Figure 1. Metal 4.
Cells faint in the background.
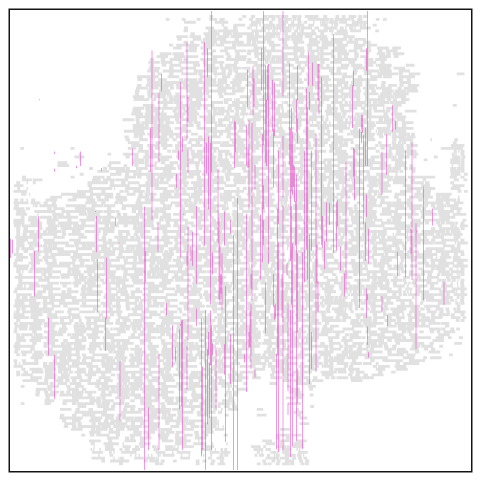
Figure 2. Ports around the boundary.
Pins as bars across the die edge, other pins in grey.
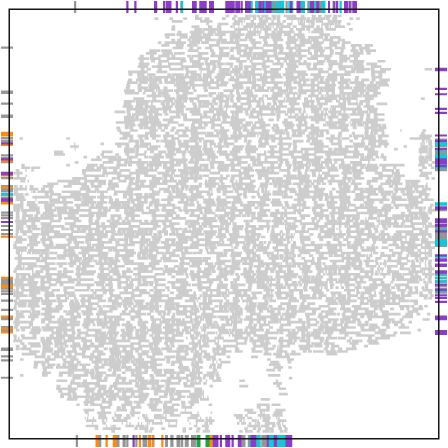
Figure 3. Track usage over the die.
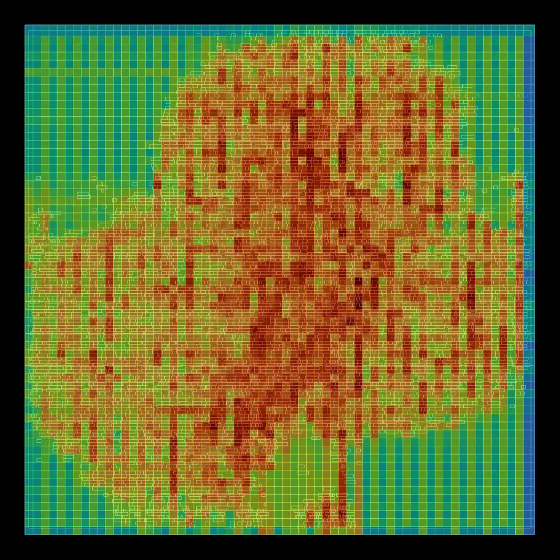
Figure 4. Where the registers sit.
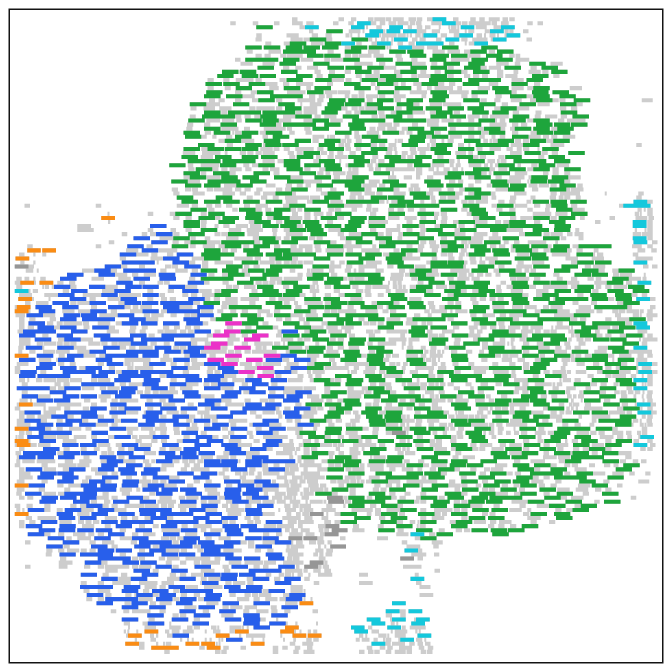
File: config.mk
export PLATFORM = sky130hd
export DESIGN_NAME = vp_validate_queue
export DESIGN_NICKNAME = d
export VERILOG_FILES = /design/src/rtl/vp_validate_queue.sv
export SDC_FILE = /design/constraint.sdc
export NUM_CORES = 2
export LEC_CHECK = 0
export CORE_MARGIN = 3
export CORE_UTILIZATION = 45
export CTS_CLUSTER_DIAMETER = 120
export CTS_CLUSTER_SIZE = 28
export DETAILED_ROUTE_END_ITERATION = 8
export PLACE_DENSITY = 0.74
export SETUP_SLACK_MARGIN = 0.05
export SLEW_MARGIN = 20
export SYNTH_ARGS = -nofsm -noshare
export SYNTH_HDL_FRONTEND = slang
export SYNTH_SLANG_ARGS = --single-unit
export TNS_END_PERCENT = 50
File: constraint.sdc
create_clock -name clk_i -period 10.44 [get_ports clk_i]
set_clock_uncertainty 0.1 [all_clocks]
set_input_delay 3.132 -clock clk_i [delete_from_list [all_inputs] [get_ports clk_i]]
set_output_delay 3.132 -clock clk_i [all_outputs]
set_load 0.05 [all_outputs]
File: src/rtl/vp_validate_queue.sv
// In-order validation queue: buffers value predictions, pairs each with its committed
// value, returns a registered training update. Optional stats: define VP_VALIDATE_STATS_EN.
module vp_validate_queue #(
  parameter int P_NUM_PRED = 2,
  parameter int P_DEPTH    = 16,
  parameter int P_PC_W     = 32,
  parameter int P_DATA_W   = 64
) (
  input  logic                           clk_i,
  input  logic                           rst_i,
  input  logic [P_NUM_PRED-1:0]          fw_valid_i,
  input  logic [P_NUM_PRED*P_PC_W-1:0]   fw_pc_i,
  input  logic [P_NUM_PRED*P_DATA_W-1:0] fw_pred_i,
  input  logic [P_NUM_PRED-1:0]          fw_conf_i,
  output logic                           fw_ready_o,
  input  logic                           cm_valid_i,
  input  logic [P_DATA_W-1:0]            cm_value_i,
  input  logic                           flush_i,
  output logic                           bw_valid_o,
  output logic [P_PC_W-1:0]              bw_pc_o,
  output logic [P_DATA_W-1:0]            bw_value_o,
  output logic                           bw_correct_o,
  output logic                           mispred_o,
  output logic [$clog2(P_DEPTH):0]       count_o,
  output logic                           err_o
`ifdef VP_VALIDATE_STATS_EN
  ,
  output logic [31:0]                    stat_correct_o,
  output logic [31:0]                    stat_mispred_o
`endif
);

  localparam int AW = $clog2(P_DEPTH);
  localparam int PW = AW + 1;

  logic [PW-1:0]       head_q, tail_q;
  logic [P_PC_W-1:0]   pc_mem   [P_DEPTH];
  logic [P_DATA_W-1:0] pred_mem [P_DEPTH];
  logic                conf_mem [P_DEPTH];

  logic                empty;
  logic                alloc_en;
  logic                cm_fire;
  logic                cm_underflow;
  logic [PW-1:0]       alloc_num;
  logic [PW-1:0]       lane_off [P_NUM_PRED];
  logic [AW-1:0]       wr_idx   [P_NUM_PRED];
  logic [AW-1:0]       head_idx;
  logic                head_correct;

  // Wrap bits make tail-head the exact occupancy, including the full case.
  assign count_o    = tail_q - head_q;
  assign empty      = (head_q == tail_q);
  assign fw_ready_o = (count_o <= PW'(P_DEPTH - P_NUM_PRED));
  assign head_idx   = head_q[AW-1:0];

  assign alloc_en     = (|fw_valid_i) && fw_ready_o && !flush_i;
  assign cm_fire      = cm_valid_i && !empty && !flush_i;
  assign cm_underflow = cm_valid_i && empty && !flush_i;
  assign head_correct = (pred_mem[head_idx] == cm_value_i);

  // Compact valid lanes: each lane's slot offset is the number of older valid lanes.
  always_comb begin
    // NOTE: alloc_num is a running sum, so blocking assignments are required here; the
    // default before the loop also keeps every path assigned and avoids a latch.
    alloc_num = '0;
    for (int n = 0; n < P_NUM_PRED; n++) begin
      lane_off[n] = alloc_num;
      wr_idx[n]   = AW'(tail_q + alloc_num);
      if (fw_valid_i[n]) alloc_num = alloc_num + PW'(1);
    end
  end

  // NOTE: state updates use non-blocking assignments so every register samples pre-edge values.
  always_ff @(posedge clk_i or posedge rst_i) begin
    if (rst_i) begin
      head_q <= '0;
      tail_q <= '0;
    end else if (flush_i) begin
      head_q <= '0;
      tail_q <= '0;
    end else begin
      if (alloc_en) tail_q <= tail_q + alloc_num;
      if (cm_fire)  head_q <= head_q + PW'(1);
    end
  end

  // NOTE: the payload array has no reset; an entry is only read after it was written,
  // and leaving it unreset keeps it mappable onto plain RAM.
  always_ff @(posedge clk_i) begin
    for (int n = 0; n < P_NUM_PRED; n++) begin
      if (alloc_en && fw_valid_i[n]) begin
        pc_mem[wr_idx[n]]   <= fw_pc_i[n*P_PC_W +: P_PC_W];
        pred_mem[wr_idx[n]] <= fw_pred_i[n*P_DATA_W +: P_DATA_W];
        conf_mem[wr_idx[n]] <= fw_conf_i[n];
      end
    end
  end

  always_ff @(posedge clk_i or posedge rst_i) begin
    if (rst_i) begin
      bw_valid_o   <= 1'b0;
      bw_pc_o      <= '0;
      bw_value_o   <= '0;
      bw_correct_o <= 1'b0;
      mispred_o    <= 1'b0;
    end else begin
      bw_valid_o <= cm_fire;
      mispred_o  <= cm_fire && conf_mem[head_idx] && !head_correct;
      if (cm_fire) begin
        bw_pc_o      <= pc_mem[head_idx];
        bw_value_o   <= cm_value_i;
        bw_correct_o <= head_correct;
      end
    end
  end

  // Sticky: only reset clears it, flush leaves it alone.
  always_ff @(posedge clk_i or posedge rst_i) begin
    if (rst_i)             err_o <= 1'b0;
    else if (cm_underflow) err_o <= 1'b1;
  end

`ifdef VP_VALIDATE_STATS_EN
  always_ff @(posedge clk_i or posedge rst_i) begin
    if (rst_i) begin
      stat_correct_o <= '0;
      stat_mispred_o <= '0;
    end else begin
      if (bw_valid_o && bw_correct_o && (stat_correct_o != '1))
        stat_correct_o <= stat_correct_o + 32'd1;
      if (mispred_o && (stat_mispred_o != '1))
        stat_mispred_o <= stat_mispred_o + 32'd1;
    end
  end
`endif

endmodule
==> impl_metrics.json <==
{
  "design.core.area_sq_um": 184100,
  "seqCellArea_sq_um": 49370,
  "worst-endpoint-arrival_ns": 7.66,
  "antenna_found_initial": 61,
  "topRoutingLayerUsed": "met5",
  "synth_warnings": 0,
  "ys_sh_mux_pct": 32.61,
  "power.group.top": "sequential cells",
  "grt_pass1_wl_microns": 359200,
  "cts-hold-fix-buffers": 0,
  "globalRouteMet3Util_pct": 4.302,
  "post-cts-setup-buffer-count": 0,
  "area_share_nonclk_buffers_pct": 5.110,
  "pre_cts_ws_ns": 2.294,
  "number_of_standard_cells_reported_by_yosys": 5061,
  "fmaxAchievable_ghz": 0.1350,
  "design_area_sq_um": 91760,
  "max_cap_violations": 0,
  "internal_power_w": 0.01097,
  "fin_setup_tns_ns": 0,
  "die.size.x_microns": 437.3,
  "grt.total_usage_pct": 25.82,
  "vias": 48100,
  "antenna_violating_nets_post_route": 0,
  "critical_path.startpoint": "fw_valid_i[0]",
  "timing.critical_path.from_type": "input pin",
  "clkPwrFrac_pct": 22.2,
  "nNonClkInverters": 14,
  "drc": 0,
  "crit_end_category": "flip-flop",
  "clock_area_share_pct": 2.401,
  "edf_count": 1552,
  "post_route_cells_drive_above_1_share_pct": 39.11,
  "path_clk_slew_ns": 0.11,
  "slew_viol_final": 0,
  "power.total_w": 0.01605,
  "drt_iter0_drc": 5467,
  "most_frequent_cells_in_the_layout": "1,552 x sky130_fd_sc_hd__edfxtp_1, 1,398 x sky130_fd_sc_hd__mux2_2, 371 x sky130_fd_sc_hd__mux4_2, 369 x sky130_fd_sc_hd__clkdlybuf4s50_1, 312 x sky130_fd_sc_hd__nand2_1",
  "avgSynthCellArea_sq_um": 16.54,
  "cts-buffers-inserted": 72,
  "dr_wl_met3_microns": 19660,
  "setup_viol_count_final": 0,
  "antenna_cell_count": 33,
  "slew-limit-headroom_pct": 22.07,
  "layout_top_cell_excl_fill_tap": "sky130_fd_sc_hd__edfxtp_1",
  "setup_repair_after_global_routing_missed_its_margin": "no",
  "outcome": "finished clean",
  "yosysSeqAreaShare_pct": 58.97,
  "critical_path.most_common_cell": "sky130_fd_sc_hd__buf_4",
  "sw_frac_of_total_pct": 31.64,
  "fillerInstances": 15260,
  "comb_area_share_pct": 35.16,
  "dp_cells": 7481,
  "peakVddDrop_uv": 167.7,
  "yosysUniqueCellTypes": 66,
  "clk_root_buffer_cell": "sky130_fd_sc_hd__clkbuf_16",
  "core_utilization_at_floorplan_pct": 45.47,
  "synth_simple_gate_area_share_pct": 2.437,
  "tapCellCount": 2464,
  "crit_path_max_incr_delay_ns": 0.73,
  "chipArea_sq_um": 191200,
  "non_clock_buffer_count": 472,
  "power_per_cell_area_nw_per_um2": 174.9,
  "post_cts.resized_instances": 0,
  "worst_hold_path.endpoint": "bw_value_o[15]",
  "critPathRequiredTime_ns": 10.69,
  "place.port_buffers": 369,
  "largest_reg_flops": 1024,
  "floorplan.die.height_microns": 437.3
}
About Figure 1:
141 nets have wire on it. The layer carries 12,300 microns of wire. The layer holds 4.9% of the routed length. The longest straight run is 258 microns. The wires run mostly vertical.

About Figure 2:
bw_pc_o: shown in orange, pins 32, direction output, edge 16 left, 16 bottom. count_o: shown in green, pins 5, direction output, edge bottom. fw_pred_i: shown in purple, pins 128, direction input, edge 58 top, 40 right, 23 bottom, 7 left. fw_ready_o: shown in blue, pins 1, direction output, edge bottom. bw_value_o: shown in cyan, pins 64, direction output, edge 25 top, 21 right, 17 bottom, 1 left.

About Figure 3:
per-cell routed wire length: 32.94 microns
global routing usage on met2: 42.58%
Top Usage Layer GRT: met2

About Figure 4:
bw_pc_o: shown in orange, sequential cells 32. pred_mem: shown in green, sequential cells 1,024. conf_mem: shown in magenta, sequential cells 16. bw_value_o: shown in cyan, sequential cells 64. pc_mem: shown in blue, sequential cells 512.

[cells in the mapped netlist, types with 35 or more instances]
library cell                  n
sky130_fd_sc_hd__xor2_1      64
sky130_fd_sc_hd__mux2_1     156
sky130_fd_sc_hd__nor2_1      48
sky130_fd_sc_hd__xnor2_1     62
sky130_fd_sc_hd__mux2i_1    144
sky130_fd_sc_hd__edfxtp_1  1552
sky130_fd_sc_hd__mux4_2     371
sky130_fd_sc_hd__mux2_2    1398
sky130_fd_sc_hd__clkbuf_1   275
sky130_fd_sc_hd__buf_2      150
sky130_fd_sc_hd__dfrtp_1    110
sky130_fd_sc_hd__nand2_1    319
sky130_fd_sc_hd__buf_1       55
sky130_fd_sc_hd__o21ai_0     35
